===== src/rtl/seg_pkg.sv =====
// Shared types and glyph constants for the multiplexed seven-segment scan driver.
// Segment patterns are active-low, bit6..bit0 = g..a.
package seg_pkg;

  typedef enum logic [1:0] {
    MODE_BLANK  = 2'd0,
    MODE_CURSOR = 2'd1,
    MODE_WIN    = 2'd2,
    MODE_LOSE   = 2'd3
  } mode_t;

  localparam logic [6:0] DARK = 7'h7F;
  localparam logic [6:0] ZERO = 7'b1000000;

  // Index [3] is the leftmost character of the four-letter message.
  localparam logic [3:0][6:0] WIN_MSG  = {7'b0010000, 7'b1000000, 7'b1000000, 7'b0100001};
  localparam logic [3:0][6:0] LOSE_MSG = {7'b1000111, 7'b1000000, 7'b0010010, 7'b0000110};

  // Digits beyond the four message characters stay dark.
  function automatic logic [6:0] msg_glyph(input mode_t m, input logic [2:0] digit);
    logic [6:0] g;
    g = DARK;
    if (digit < 3'd4) begin
      case (m)
        MODE_WIN:  g = WIN_MSG[digit[1:0]];
        MODE_LOSE: g = LOSE_MSG[digit[1:0]];
        default:   g = DARK;
      endcase
    end else begin
      g = DARK;
    end
    return g;
  endfunction

endpackage


===== src/rtl/seg_glyph_rom.sv =====
// Combinational glyph table: maps display mode, digit position and cursor bit
// to a segment pattern plus a flag saying whether the digit is lit at all.
module seg_glyph_rom
  import seg_pkg::*;
(
  input  mode_t       mode,
  input  logic [2:0]  digit,
  input  logic        cursor_bit,
  output logic [6:0]  seg,
  output logic        lit
);

  // Glyph selection per mode.
  always_comb begin
    seg = DARK;
    lit = 1'b0;
    case (mode)
      MODE_CURSOR: begin
        if (cursor_bit) begin
          seg = ZERO;
          lit = 1'b1;
        end else begin
          seg = DARK;
          lit = 1'b0;
        end
      end
      MODE_WIN, MODE_LOSE: begin
        seg = msg_glyph(mode, digit);
        lit = (digit < 3'd4);
      end
      default: begin
        seg = DARK;
        lit = 1'b0;
      end
    endcase
  end

endmodule


===== src/rtl/seg_scan_driver.sv =====
// Time-multiplexed seven-segment driver: scans N_DIGITS active-low anodes,
// blanks the start of every slot against ghosting, and supports frame-coherent mode changes and blinking.
module seg_scan_driver
  import seg_pkg::*;
#(
  parameter int N_DIGITS   = 4,
  parameter int SCAN_BITS  = 17,
  parameter int BLANK_CYC  = 64,
  parameter int BLINK_BITS = 24
) (
  input  logic                clk_50M,
  input  logic                reset_n,
  input  logic [1:0]          mode,
  input  logic [N_DIGITS-1:0] cursor,
  input  logic                blink_en,
  output logic [N_DIGITS-1:0] an,
  output logic [6:0]          seg,
  output logic                frame_start
);

  localparam int                   IDX_W     = (N_DIGITS > 1) ? $clog2(N_DIGITS) : 1;
  localparam logic [IDX_W-1:0]     LAST_IDX  = IDX_W'(N_DIGITS - 1);
  localparam logic [SCAN_BITS-1:0] BLANK_LIM = SCAN_BITS'(BLANK_CYC);
  localparam logic [N_DIGITS-1:0]  ALL_OFF   = {N_DIGITS{1'b1}};
  localparam logic [N_DIGITS-1:0]  ONE_HOT0  = N_DIGITS'(1);

  logic [SCAN_BITS-1:0]  presc_r;
  logic [IDX_W-1:0]      idx_r;
  logic [BLINK_BITS-1:0] blink_cnt_r;
  logic                  phase_r;
  mode_t                 mode_sh_r;
  logic [N_DIGITS-1:0]   cursor_sh_r;
  logic [N_DIGITS-1:0]   an_r;
  logic [6:0]            seg_r;
  logic                  frame_start_r;

  logic                  wrap_s;
  logic                  frame_wrap_s;
  logic [2:0]            digit_s;
  logic                  cursor_bit_s;
  logic [6:0]            glyph_s;
  logic                  lit_s;
  logic [N_DIGITS-1:0]   an_nxt_s;
  logic [6:0]            seg_nxt_s;

  assign wrap_s       = (presc_r == {SCAN_BITS{1'b1}});
  assign frame_wrap_s = wrap_s && (idx_r == LAST_IDX);
  assign digit_s      = 3'(idx_r);
  assign cursor_bit_s = cursor_sh_r[idx_r];

  seg_glyph_rom u_glyph (
    .mode       (mode_sh_r),
    .digit      (digit_s),
    .cursor_bit (cursor_bit_s),
    .seg        (glyph_s),
    .lit        (lit_s)
  );

  // Slot prescaler and digit index.
  always_ff @(posedge clk_50M or negedge reset_n) begin
    if (!reset_n) begin
      presc_r <= {SCAN_BITS{1'b0}};
      idx_r   <= {IDX_W{1'b0}};
    end else begin
      presc_r <= presc_r + SCAN_BITS'(1);
      if (frame_wrap_s) begin
        idx_r <= {IDX_W{1'b0}};
      end else if (wrap_s) begin
        idx_r <= idx_r + IDX_W'(1);
      end else begin
        idx_r <= idx_r;
      end
    end
  end

  // Free-running blink timebase; the phase runs whether or not blinking is enabled.
  always_ff @(posedge clk_50M or negedge reset_n) begin
    if (!reset_n) begin
      blink_cnt_r <= {BLINK_BITS{1'b0}};
      phase_r     <= 1'b0;
    end else begin
      blink_cnt_r <= blink_cnt_r + BLINK_BITS'(1);
      if (blink_cnt_r == {BLINK_BITS{1'b1}}) begin
        phase_r <= ~phase_r;
      end else begin
        phase_r <= phase_r;
      end
    end
  end

  // Shadow mode/cursor only at frame boundaries so a frame never mixes two displays.
  always_ff @(posedge clk_50M or negedge reset_n) begin
    if (!reset_n) begin
      mode_sh_r   <= MODE_BLANK;
      cursor_sh_r <= {N_DIGITS{1'b0}};
    end else if (frame_wrap_s) begin
      mode_sh_r   <= mode_t'(mode);
      cursor_sh_r <= cursor;
    end else begin
      mode_sh_r   <= mode_sh_r;
      cursor_sh_r <= cursor_sh_r;
    end
  end

  // Next anode/segment pattern from the current scan position.
  always_comb begin
    an_nxt_s  = ALL_OFF;
    seg_nxt_s = DARK;
    if (presc_r < BLANK_LIM) begin
      an_nxt_s  = ALL_OFF;
      seg_nxt_s = DARK;
    end else if (blink_en && phase_r) begin
      an_nxt_s  = ALL_OFF;
      seg_nxt_s = DARK;
    end else if (lit_s) begin
      an_nxt_s  = ~(ONE_HOT0 << idx_r);
      seg_nxt_s = glyph_s;
    end else begin
      an_nxt_s  = ALL_OFF;
      seg_nxt_s = DARK;
    end
  end

  // Output registers: an and seg always update on the same edge.
  always_ff @(posedge clk_50M or negedge reset_n) begin
    if (!reset_n) begin
      an_r          <= ALL_OFF;
      seg_r         <= DARK;
      frame_start_r <= 1'b0;
    end else begin
      an_r          <= an_nxt_s;
      seg_r         <= seg_nxt_s;
      frame_start_r <= frame_wrap_s;
    end
  end

  assign an          = an_r;
  assign seg         = seg_r;
  assign frame_start = frame_start_r;

endmodule


===== config.mk =====
export PLATFORM = sky130hd
export DESIGN_NAME = seg_scan_driver
export DESIGN_NICKNAME = d
export VERILOG_FILES = /design/src/rtl/seg_pkg.sv /design/src/rtl/seg_glyph_rom.sv /design/src/rtl/seg_scan_driver.sv
export SDC_FILE = /design/constraint.sdc
export NUM_CORES = 1
export LEC_CHECK = 0
export CAP_MARGIN = 0
export CORE_ASPECT_RATIO = 0.8
export CORE_MARGIN = 2
export CORE_UTILIZATION = 60
export DETAILED_ROUTE_END_ITERATION = 10
export PLACE_DENSITY = 0.84
export SLEW_MARGIN = 20
export SYNTH_ARGS = -nofsm -noshare
export SYNTH_HDL_FRONTEND = slang
export SYNTH_SLANG_ARGS = --single-unit

===== constraint.sdc =====
create_clock -name clk_50M -period 2.9 [get_ports clk_50M]
set_clock_uncertainty 0.05 [all_clocks]
set_input_delay 0.58 -clock clk_50M [delete_from_list [all_inputs] [get_ports clk_50M]]
set_output_delay 0.58 -clock clk_50M [all_outputs]
set_load 0.05 [all_outputs]

### Cell sizes after repair

The bar under the picture is 20 um long.
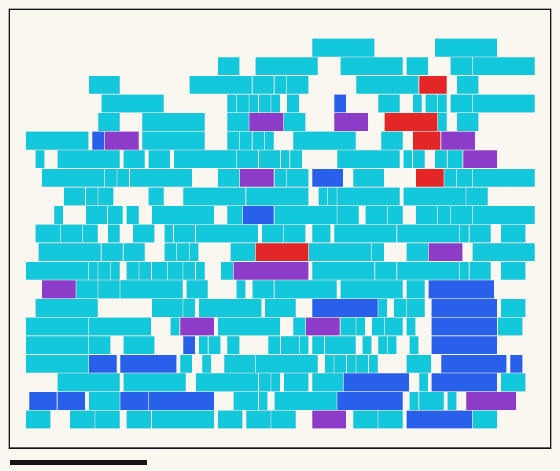
- drive 6 and up: purple (cells 13; share 5.0%)
- drive 3 to 4: red (cells 5; share 1.9%)
- drive 2: blue (cells 22; share 8.5%)
- drive 1 or less: cyan (cells 218; share 84%)
count of buffers not belonging to the clock network in the layout: 21
worst-case setup margin in the final layout: 0.604 ns
fin area: 3170 um2

==> summary.txt <==
Flow results are below.

- The met1 layer usage reported by global route is 0.313, for reference.
- OpenROAD emitted warnings numbering 31.
- The synth_stat.txt file lists the number of cells as 224.
- Synthesis handed over a netlist of 224 instances.
- The met1 wire length is 2240 um, for reference.
- Routing resource usage on met2 recorded by global route was 0.304.
- The top-level port count is 21, for reference.
- Using the TritonRoute via totals, the vias-per-cell ratio works out to 5.39.
- After synthesis, the share of flip-flops with an asynchronous set or reset is 1.00.
- By instance count, the leading cell after synthesis is sky130_fd_sc_hd__dfrtp_1.
- Routing resource usage on met3 recorded by global route was 0.0890.
- The via count of the first global-routing pass came to 1,736.
- The total area inside the core boundary comes to 4260 um2.
- The largest stage delay on the critical path is 0.80 ns, for reference.
- The clock transition time at the flip-flop clock pins of the worst setup and hold paths is 0.06 ns, for reference.
- The die extent in x is 79.0 um, for reference.
- The shortest clock period the worst path allows after layout is 2.30 ns, for reference.
- The chip area in the Yosys report is 2700 um2, for reference.
- Looking at the clock tree report, the H-tree level count equals 3.
- The dominant delay contributor by cell family on the critical path is buffers and inverters, for reference.
- Listed in order, past its start point the critical path passes clkdlybuf4s50_1.
- The number of sinks driven by the clock tree is 62, for reference.
- The number of flip-flops under the largest register name is 24, for reference.
- The data arrival time of the critical path is 1.67 ns, for reference.
- The flow ran to the end, and the final reports show no timing, DRC or antenna violations.
- The capturing element of the worst setup path is seg[2], for reference.
- In this run the cell area measured after placement is 2970 um2.
- In the final report, the number of pins over their slew limit comes to 0.
- The share of synthesized area in the top cell type comes to 0.473.
- The detailed-routed wire length on met2 is 2000 um, for reference.
- The cell type with the highest aggregate area in the netlist is sky130_fd_sc_hd__dfrtp_1, for reference.
- The count of unresolved DRC violations after routing is 0, for reference.
- The share of post-route cells with drive strength above 1 is 0.155, for reference.
- The timing report shows that the slowest cell on the worst path is sky130_fd_sc_hd__clkdlybuf4s50_1.
- Total power normalized to cell area comes to 522 nW/um2.
- The CTS root buffer is sky130_fd_sc_hd__clkbuf_8, for reference.
- The design draws 1.65 mW.
- Across all hold checks on the routed design, the worst slack comes to 0.216 ns.
- The report puts the cell count of the worst reg-to-reg path at 6.
- The total congestion overflow is 0, for reference.
- Setup repair after global routing left no endpoint under its margin.
- The number of antenna violations at the first check in global routing was 0.
- Per the run report, area growth between synthesis and finish was 17.4%.
- The area of the die is 5050 um2, for reference.
- The final timing report counts setup violations totalling 0.
- The beginning of the critical path is seg[2], for reference.
- The register with the most flip-flops in the final layout is blink_cnt_r.
- The peak clock frequency supported by timing is 435 MHz, for reference.
### Wire density map

The bar under the picture is 20 um long. The die is cut into 16 by 13 equal tiles; dark purple is low, yellow is high, scaled to the fullest tile. Values are wire area over tile area, all layers added.
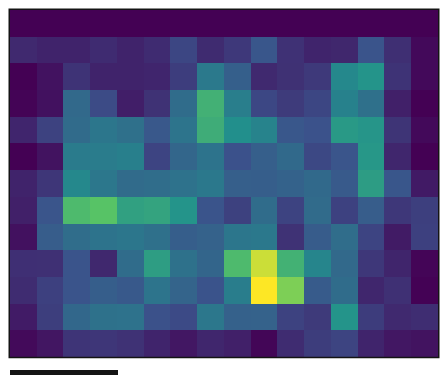
- nearly empty tiles: 12%
- fullest tile: 0.59
- tiles over half the peak: 9.1%
- mean over tiles: 0.14
- emptiest ninth of the die: top left

-- cell families after synthesis --
kind of cell / synth area share
flops: 0.580
simple gates: 0.173
buf+inv: 0.0241
xor+xnor: 0.120
compound gates: 0.0325
mux: 0.0287
fa+ha+maj: 0.0417
-- report_power, final --
part	total (mW)	switching, mW	internal [mW]	leakage [nW]
registers	0.870	0.00131	0.869	0.780
logic	0.0335	0.0190	0.0145	0.634
clock network	0.750	0.311	0.439	0.106
total	1.65	0.331	1.32	1.52
-- layout by cell type, fill, tap and decap left out, types with 2 or more instances in the layout --
cell	Yosys	layout
sky130_fd_sc_hd__clkbuf_8	0	11
sky130_fd_sc_hd__nor3_1	11	11
sky130_fd_sc_hd__a21oi_1	2	2
sky130_fd_sc_hd__mux2_2	4	4
sky130_fd_sc_hd__dfrtp_1	51	51
sky130_fd_sc_hd__nand3_1	20	20
sky130_fd_sc_hd__a21o_1	5	5
sky130_fd_sc_hd__nor2_1	6	6
sky130_fd_sc_hd__o21ai_0	6	6
sky130_fd_sc_hd__dfstp_2	11	11
sky130_fd_sc_hd__and3_1	3	3
sky130_fd_sc_hd__nand2_1	20	20
sky130_fd_sc_hd__nand2_4	2	2
sky130_fd_sc_hd__nand4_1	4	4
sky130_fd_sc_hd__xor2_1	16	16
sky130_fd_sc_hd__ha_1	9	9
sky130_fd_sc_hd__xnor2_1	21	21
sky130_fd_sc_hd__clkinv_2	0	3
sky130_fd_sc_hd__and4_1	5	5
sky130_fd_sc_hd__inv_1	13	13
sky130_fd_sc_hd__clkdlybuf4s50_1	0	19
sky130_fd_sc_hd__nor4_1	3	3
-- cell type report --
cell class	instances	area, um2
fillers	279	1090
multi-input cells	146	1070
inverters	13	48.8
well taps	57	71.3
flip-flops and latches	62	1570
clock inverters	4	45.0
repair buffers	21	215
clock buffers	12	155
No activity file was given, so power comes from the tool's default toggle rates.
